### src/rtl/imm_target_unit_pkg.sv
// imm_target_unit_pkg: shared word size, opcode values and immediate-class codes
// for the immediate/target unit of the 16-bit pipelined CPU.
package imm_target_unit_pkg;
    localparam int WORD_SIZE = 16;

    localparam logic [3:0] OP_BNE = 4'd0;
    localparam logic [3:0] OP_BEQ = 4'd1;
    localparam logic [3:0] OP_BGZ = 4'd2;
    localparam logic [3:0] OP_BLZ = 4'd3;
    localparam logic [3:0] OP_ADI = 4'd4;
    localparam logic [3:0] OP_ORI = 4'd5;
    localparam logic [3:0] OP_LHI = 4'd6;
    localparam logic [3:0] OP_LWD = 4'd7;
    localparam logic [3:0] OP_SWD = 4'd8;
    localparam logic [3:0] OP_JMP = 4'd9;
    localparam logic [3:0] OP_JAL = 4'd10;

    typedef enum logic [2:0] {
        KIND_NONE   = 3'd0,
        KIND_ZEXT   = 3'd1,
        KIND_SEXT   = 3'd2,
        KIND_BRANCH = 3'd3,
        KIND_JUMP   = 3'd4
    } imm_kind_e;
endpackage

### src/rtl/imm_target_unit_decode.sv
// imm_decode: combinational instruction -> immediate class, extended immediate
// (raw sign-extended offset for branches) and jump field.
module imm_decode
    import imm_target_unit_pkg::*;
#(
    parameter int WORD_SIZE = imm_target_unit_pkg::WORD_SIZE,
    parameter int OFFSET_W  = 8,
    parameter int JTARGET_W = 12
) (
    input  logic [WORD_SIZE-1:0] instr,
    output imm_kind_e            kind,
    output logic [WORD_SIZE-1:0] ext,
    output logic [JTARGET_W-1:0] jfield
);
    logic [3:0]           op;
    logic [WORD_SIZE-1:0] zx, sx, jx;

    assign op     = instr[WORD_SIZE-1 -: 4];
    assign jfield = instr[JTARGET_W-1:0];
    assign zx     = {{(WORD_SIZE-OFFSET_W){1'b0}}, instr[OFFSET_W-1:0]};
    assign sx     = {{(WORD_SIZE-OFFSET_W){instr[OFFSET_W-1]}}, instr[OFFSET_W-1:0]};
    assign jx     = {{(WORD_SIZE-JTARGET_W){1'b0}}, instr[JTARGET_W-1:0]};

    always_comb begin
        kind = op inside {OP_LHI, OP_ORI}                 ? KIND_ZEXT   :
               op inside {OP_ADI, OP_LWD, OP_SWD}         ? KIND_SEXT   :
               op inside {OP_BNE, OP_BEQ, OP_BGZ, OP_BLZ} ? KIND_BRANCH :
               op inside {OP_JMP, OP_JAL}                 ? KIND_JUMP   : KIND_NONE;
        ext  = kind == KIND_ZEXT                              ? zx :
               (kind == KIND_SEXT || kind == KIND_BRANCH)     ? sx :
               kind == KIND_JUMP                              ? jx : '0;
    end
endmodule

### src/rtl/imm_target_unit.sv
// imm_target_unit: pipelined immediate extender and branch/jump target precompute (1 or 2 stages).
// Optional IMM_TARGET_PERF_EN adds saturating branch/jump counters.
module imm_target_unit
    import imm_target_unit_pkg::*;
#(
    parameter int WORD_SIZE   = imm_target_unit_pkg::WORD_SIZE,
    parameter int OFFSET_W    = 8,
    parameter int JTARGET_W   = 12,
    parameter int PIPE_STAGES = 1
) (
    input  logic                 clk,
    input  logic                 reset_n,
    input  logic                 in_valid,
    input  logic [WORD_SIZE-1:0] instr,
    input  logic [WORD_SIZE-1:0] pc,
    input  logic                 stall,
    input  logic                 flush,
    output logic                 out_valid,
    output logic [WORD_SIZE-1:0] imm,
    output logic [2:0]           imm_kind,
    output logic [WORD_SIZE-1:0] target
`ifdef IMM_TARGET_PERF_EN
    ,
    output logic [15:0]          br_count,
    output logic [15:0]          jmp_count
`endif
);
    imm_kind_e            d_kind, s_kind, kind_q;
    logic [WORD_SIZE-1:0] d_ext, s_ext, s_pc, imm_d, target_d, imm_q, target_q;
    logic [JTARGET_W-1:0] d_jf, s_jf;
    logic                 s_valid, valid_q;

    imm_decode #(.WORD_SIZE(WORD_SIZE), .OFFSET_W(OFFSET_W), .JTARGET_W(JTARGET_W)) u_dec (
        .instr (instr),
        .kind  (d_kind),
        .ext   (d_ext),
        .jfield(d_jf)
    );

    if (PIPE_STAGES != 1 && PIPE_STAGES != 2) begin : g_bad
        $error("imm_target_unit: PIPE_STAGES must be 1 or 2");
    end

    if (PIPE_STAGES == 2) begin : g_two
        imm_kind_e            a_kind_q;
        logic [WORD_SIZE-1:0] a_ext_q, a_pc_q;
        logic [JTARGET_W-1:0] a_jf_q;
        logic                 a_valid_q;
        always_ff @(posedge clk) begin
            if (!reset_n) begin
                a_valid_q <= 1'b0;
                a_kind_q  <= KIND_NONE;
                a_ext_q   <= '0;
                a_jf_q    <= '0;
                a_pc_q    <= '0;
            end else if (flush) begin
                a_valid_q <= 1'b0;
            end else if (!stall) begin
                a_valid_q <= in_valid;
                a_kind_q  <= d_kind;
                a_ext_q   <= d_ext;
                a_jf_q    <= d_jf;
                a_pc_q    <= pc;
            end
        end
        assign s_valid = a_valid_q;
        assign s_kind  = a_kind_q;
        assign s_ext   = a_ext_q;
        assign s_jf    = a_jf_q;
        assign s_pc    = a_pc_q;
    end else begin : g_one
        assign s_valid = in_valid;
        assign s_kind  = d_kind;
        assign s_ext   = d_ext;
        assign s_jf    = d_jf;
        assign s_pc    = pc;
    end

    // Branch immediate is relative to PC+1, so the +1 is folded into imm itself.
    always_comb begin
        imm_d    = s_kind == KIND_BRANCH ? s_ext + 1'b1 : s_ext;
        target_d = s_kind == KIND_BRANCH ? s_pc + imm_d :
                   s_kind == KIND_JUMP   ? {s_pc[WORD_SIZE-1:JTARGET_W], s_jf} : '0;
    end

    always_ff @(posedge clk) begin
        if (!reset_n) begin
            valid_q  <= 1'b0;
            kind_q   <= KIND_NONE;
            imm_q    <= '0;
            target_q <= '0;
        end else if (flush) begin
            valid_q  <= 1'b0;
        end else if (!stall) begin
            valid_q  <= s_valid;
            kind_q   <= s_kind;
            imm_q    <= imm_d;
            target_q <= target_d;
        end
    end

    assign out_valid = valid_q;
    assign imm       = imm_q;
    assign target    = target_q;
    assign imm_kind  = valid_q ? kind_q : KIND_NONE;

`ifdef IMM_TARGET_PERF_EN
    logic [15:0] br_q, jmp_q;
    always_ff @(posedge clk) begin
        if (!reset_n) begin
            br_q  <= '0;
            jmp_q <= '0;
        end else if (!flush && !stall && s_valid) begin
            if (s_kind == KIND_BRANCH && br_q != 16'hFFFF) br_q <= br_q + 1'b1;
            if (s_kind == KIND_JUMP && jmp_q != 16'hFFFF) jmp_q <= jmp_q + 1'b1;
        end
    end
    assign br_count  = br_q;
    assign jmp_count = jmp_q;
`endif
endmodule

### config.mk
export PLATFORM = sky130hd
export DESIGN_NAME = imm_target_unit
export DESIGN_NICKNAME = d
export VERILOG_FILES = /design/src/rtl/imm_target_unit_pkg.sv /design/src/rtl/imm_target_unit_decode.sv /design/src/rtl/imm_target_unit.sv
export SDC_FILE = /design/constraint.sdc
export NUM_CORES = 1
export LEC_CHECK = 0
export CAP_MARGIN = 0
export CORE_MARGIN = 4
export CORE_UTILIZATION = 54
export CTS_BUF_LIST = sky130_fd_sc_hd__clkbuf_4 sky130_fd_sc_hd__clkbuf_8
export CTS_CLUSTER_SIZE = 28
export DETAILED_ROUTE_END_ITERATION = 10
export GPL_TIMING_DRIVEN = 0
export PLACE_DENSITY = 0.88
export SKIP_LAST_GASP = 1
export SLEW_MARGIN = 20
export SYNTH_ARGS = -nofsm -noshare
export SYNTH_HDL_FRONTEND = slang
export SYNTH_SLANG_ARGS = --single-unit
### constraint.sdc
create_clock -name clk -period 6.4 [get_ports clk]
set_input_delay 1.6 -clock clk [delete_from_list [all_inputs] [get_ports clk]]
set_output_delay 1.6 -clock clk [all_outputs]
set_load 0.005 [all_outputs]
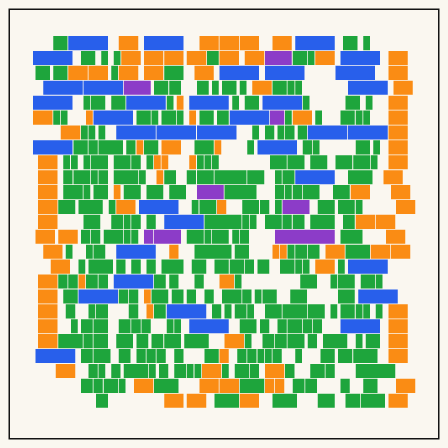
(run_1/cell_classes.png)
[other buffers and delay cells] orange | cells: 93
[all other logic] green | cells: 286
[clock drivers and dummy loads] purple | cells: 8
[flip-flops] blue | cells: 36

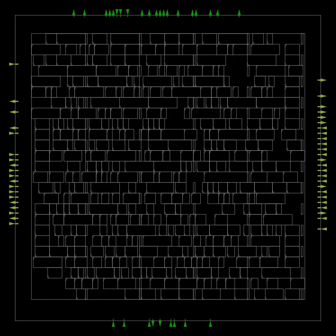
(run_1/final_placement.png)
Rows: 25
flop count: 36
Tapcells: 67

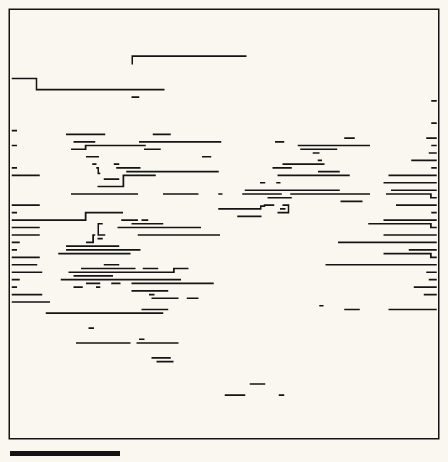
(run_1/met3.png)
The bar under the picture is 20 µm long.
share of all routed wire: 8.7%
main direction: horizontal
wire length on this layer: 744 µm

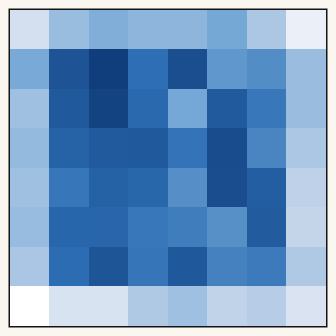
(run_1/density.png)
The die is cut into 8 by 8 equal tiles; white is low, dark blue is high, 0 to 100% covered.
fullest tile: 95%
tiles over 75% full: 34%
densest ninth of the die: center
mean over tiles: 57%
nearly empty tiles: 1.6%

## run 1: power groups by stage
stage | Combinational [mW] | Sequential (mW) | Clock [mW]
floorplan | 0.130 | 0.248 | 0
global placement | 0.215 | 0.248 | 0
detailed placement | 0.220 | 0.248 | 0
CTS | 0.221 | 0.244 | 0.207
global route | 0.246 | 0.245 | 0.218
finish | 0.224 | 0.244 | 0.205
## run 1: cell type report
| class | instances | area, µm² | area share (%) |
|---|---|---|---|
| Buffer | 21 | 88.8 | 2.49 |
| Clock buffer | 6 | 76.3 | 2.14 |
| Clock inverter | 2 | 35.0 | 0.981 |
| Inverter | 3 | 11.3 | 0.315 |
| Multi-Input combinational cell | 283 | 1830 | 51.4 |
| Sequential cell | 36 | 721 | 20.2 |
| Tap cell | 67 | 83.8 | 2.35 |
| Timing Repair Buffer | 72 | 721 | 20.2 |
## run 1: per-layer routing
metal,vias to the layer above,wire length (µm)
met3,34,743
li1,1412,-
met4,0,319
met1,1348,3390
met5,-,0
met2,180,4100
## run 1: final timing paths
path	end	cells past startpoint	slack, ns	from
worst max-delay path	target[15]	16	1.07	instr[12]
worst min-delay path	imm[4]	2	0.46	imm[4]
worst max register to register	target[10]	3	5.38	target[10]
worst min register to register	imm[4]	2	0.46	imm[4]
## run 1: synth_stat cells (5+ instances only)
library cell,number
ha_1,17
nand4_1,6
clkbuf_1,13
xor2_1,8
a21o_1,6
o21ai_0,19
and2_1,5
a21oi_1,30
nor3b_1,9
a211o_1,6
nand3_1,9
buf_2,5
or3_1,5
xnor2_1,9
nor2_1,29
a211oi_1,5
a21boi_0,9
dfxtp_1,36
nand2_1,54
a221oi_1,7
## run 1: registers in the layout, indices dropped and copies added, names as in the netlist
name / count
imm: 16
target: 16
kind_q: 3
out_valid: 1
==> summary.txt, run 1 <==
run results: GRT Util Overall roughly 28%, vias per cell roughly 6, tool warnings 27, CTS root buf clkbuf_8, antenna violations before repair 0, sum of negative setup slack 0 ns, Placer Congestion between 1 and 1.5, largest net degree at the start of global routing 12, Final Cycle Share 83.2%, Ys Warns 0, Bufs on Longest Clock Path 2, Dominant flop cell dfxtp_1, CP Capture Type register, Syn Nets between 300 and 400, Max-Cap Viols 0, status finished, final reports clean, mux frac, synth about 1.6%, Worst slew margin between 50% and 60%, top cells by area dfxtp_1 (27%), ha_1 (8.0%), nand2_1 (7.6%), die area approximately 0.006 mm², worst vdd ir 168 µV, crit-path cells clkdlybuf4s50_1 > a21o_1 > nand2_1 > nand2_1 > inv_1 > ha_1 > nand4_1 > o41ai_2 > a21oi_1 > ha_1 > nand3_1 > and2_1 > nand3_1 > o21ai_0 > a211o_1 > o211ai_1, Mapped Area 0.00266 mm², grt ovf 0, Seq pwr share a little over a third, Final Hold Vio Count 0, pwr/cell area ~190 mW/mm², Registers, synthesis 36, P_sw between 200 and 250 µW, clk_skew 0 ns, Peak Freq ~190 MHz, RSZ-0062 raised after global routing no, Final Core Density between 70% and 80%, drt wl/cell roughly 17 µm, yosys aoi share 27.5%, first-pass GRT wire length 13800 µm, Latency at later pin between 0.2 and 0.3 ns, asr flop ratio synth 0%, Final Net Count approximately 480
==> run_1/registers.png <==
The bar under the picture is 20 µm long.
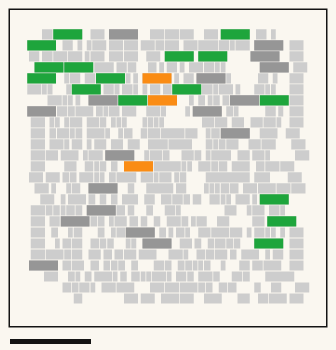

--- run 2 (diff from run 1) ---
Settings changed: CORE_UTILIZATION 54 to 50, PLACE_DENSITY 0.88 to 0.83.
Clock period 6.4 ns to 5.6 ns, I/O delays scaled along.
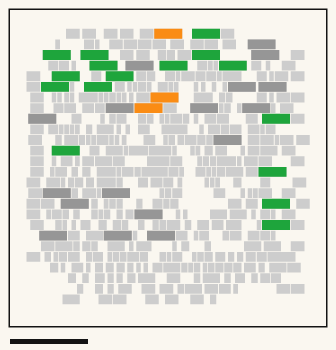
(run_2/registers.png)
The bar under the picture is 20 µm long.
[kind_q] orange | flops: 3
[imm] green | flops: 16
Final Core Density: 69.3%
fraction of area in registers: 20.2%
sequential cell area: 721 µm²
Sequential Power: 278 µW

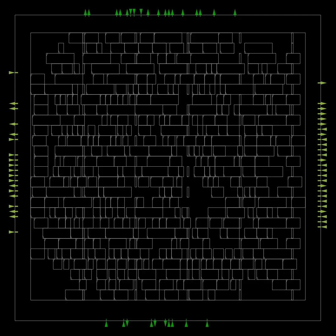
(run_2/final_placement.png)
Rows: 26
Tapcells: 70
Final Instance Count excl. Fillers: 492
Core Box Area: 0.00514 mm²

==> run 2 against run 1 <==
- die size rose by 7.2%
- count of clock-buffer cells in the layout rose by 1
- worst setup slack got worse by 0.58 ns
- clock skew did not move
- clock power barely moved
- critical path depth fell by 1
- utilization fell by 5.9 points
- power rose by 9.0%
- hold slack barely moved
- via count fell by 0.98%
- final cell count rose by 0.41%
- first-iteration DRC count rose by 1.8%
- largest power group unchanged
- highest routed layer unchanged
==> summary.txt, run 2 <==
run results: grt ovf 0, CTS tree yes, GRT Util Overall around a quarter, crit path DAT 5.32 ns, Final Net Count between 400 and 500, Bufs on Longest Clock Path 2, CTS root buf clkbuf_8, RSZ-0062 raised after global routing no, antenna violations before repair 0, critical path class in -> reg, Ys Warns 0, number of synthesized flops with an enable pin 0, tool warnings 27, sum of negative setup slack 0 ns, asr flop ratio synth 0%, WHS Path Cells 2, Dominant flop cell dfxtp_1, largest net degree at the start of global routing 11, Endpoint, Worst Hold imm[8], Syn Nets between 300 and 400, crit-path cells clkdlybuf4s50_1 > a21o_1 > nand2_1 > and2_1 > ha_1 > nand4_1 > o41ai_2 > a21oi_1 > ha_1 > nand3_1 > and2_1 > nand3_1 > o21ai_0 > a21oi_1 > o211ai_1, worst hold path startpoint imm[8], Latency at later pin 0.29 ns, Registers, synthesis 36, synth cell count leaders nand2_1 (54), dfxtp_1 (36), a21oi_1 (30), nor2_1 (29), o21ai_0 (19), Comb area 0.00183 mm², Mapped Area 0.00266 mm², setup bufs post-CTS 0, drt wl/cell about 17 µm, critical path's largest stage delay around 0.62 ns, Max-Cap Viols 0, Placer Congestion between 0.9 and 1, pwr/cell area between 200 and 250 mW/mm², clk_skew 0 ns, final worst slack ~0.49 ns, number of diodes 0, worst vdd ir 135 µV, Reg2Reg Launch Point target[15], most frequent cell after synthesis nand2_1, vias per cell roughly 6, first-pass GRT wire length 13100 µm, status finished, final reports clean, Worst slew margin between 60 and 70%, Final Hold Vio Count 0, Peak Freq slightly below 200 MHz, crit path launch instr[12], CP Capture Type register, die area ~0.0065 mm², top cells by area dfxtp_1 (27%), ha_1 (8.0%), nand2_1 (7.6%)
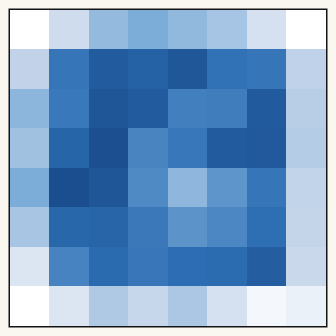
(run_2/density.png)
The die is cut into 8 by 8 equal tiles; white is low, dark blue is high, 0 to 100% covered.
mean over tiles: 53%
nearly empty tiles: 4.7%
fullest tile: 88%
tiles over 75% full: 28%
floorplan core density: 51.7%

-- run 2: layout make-up --
| class | count | share of cell area [%] |
|---|---|---|
| Inverter | 3 | 0.316 |
| Tap cell | 70 | 2.46 |
| Buffer | 21 | 2.50 |
| Timing Repair Buffer | 72 | 20.2 |
| Clock buffer | 7 | 2.71 |
| Multi-Input combinational cell | 283 | 51.5 |
| Sequential cell | 36 | 20.2 |
-- run 2: where the power goes --
part / total (mW) / internal (mW) / switching [mW]
logic: 0.254 / 0.119 / 0.134
registers: 0.278 / 0.270 / 0.00803
clock network: 0.202 / 0.110 / 0.0921
total: 0.734 / 0.499 / 0.235
-- run 2: layer usage --
| metal | GRT usage [%] | wire, µm | up-vias |
|---|---|---|---|
| li1 | - | - | 1410 |
| met3 | 3.99 | 558 | 26 |
| met4 | 10.5 | 266 | 0 |
| met2 | 43.8 | 3980 | 132 |
| met5 | 0 | 0 | - |
| met1 | 32.9 | 3560 | 1377 |
-- run 2: kinds of logic after synthesis --
family | count (synthesis) | synth area share [%]
simple gates | 136 | 25.6
compound gates | 108 | 27.5
flops | 36 | 27.1
buf+inv | 24 | 3.77
fa+ha+maj | 18 | 8.77
xor+xnor | 17 | 5.61
mux | 4 | 1.60
-- run 2: worst max-delay path by stage --
stage | end | slack, ns | cells after the start
CTS | target[15] | 0.57 | 15
global placement | target[15] | 0.32 | 15
floorplan | target[11] | 1.53 | 14
detailed placement | target[15] | 0.31 | 15
finish | target[15] | 0.49 | 15
global route | target[15] | 0.17 | 15
-- run 2: worst register-to-register path: cells and delay by family, from the launching register on --
family | cells | cell delay (ns)
flops | 1 | 0.36
compound gates | 4 | 0.57
No activity file was given, so power comes from the tool's default toggle rates.
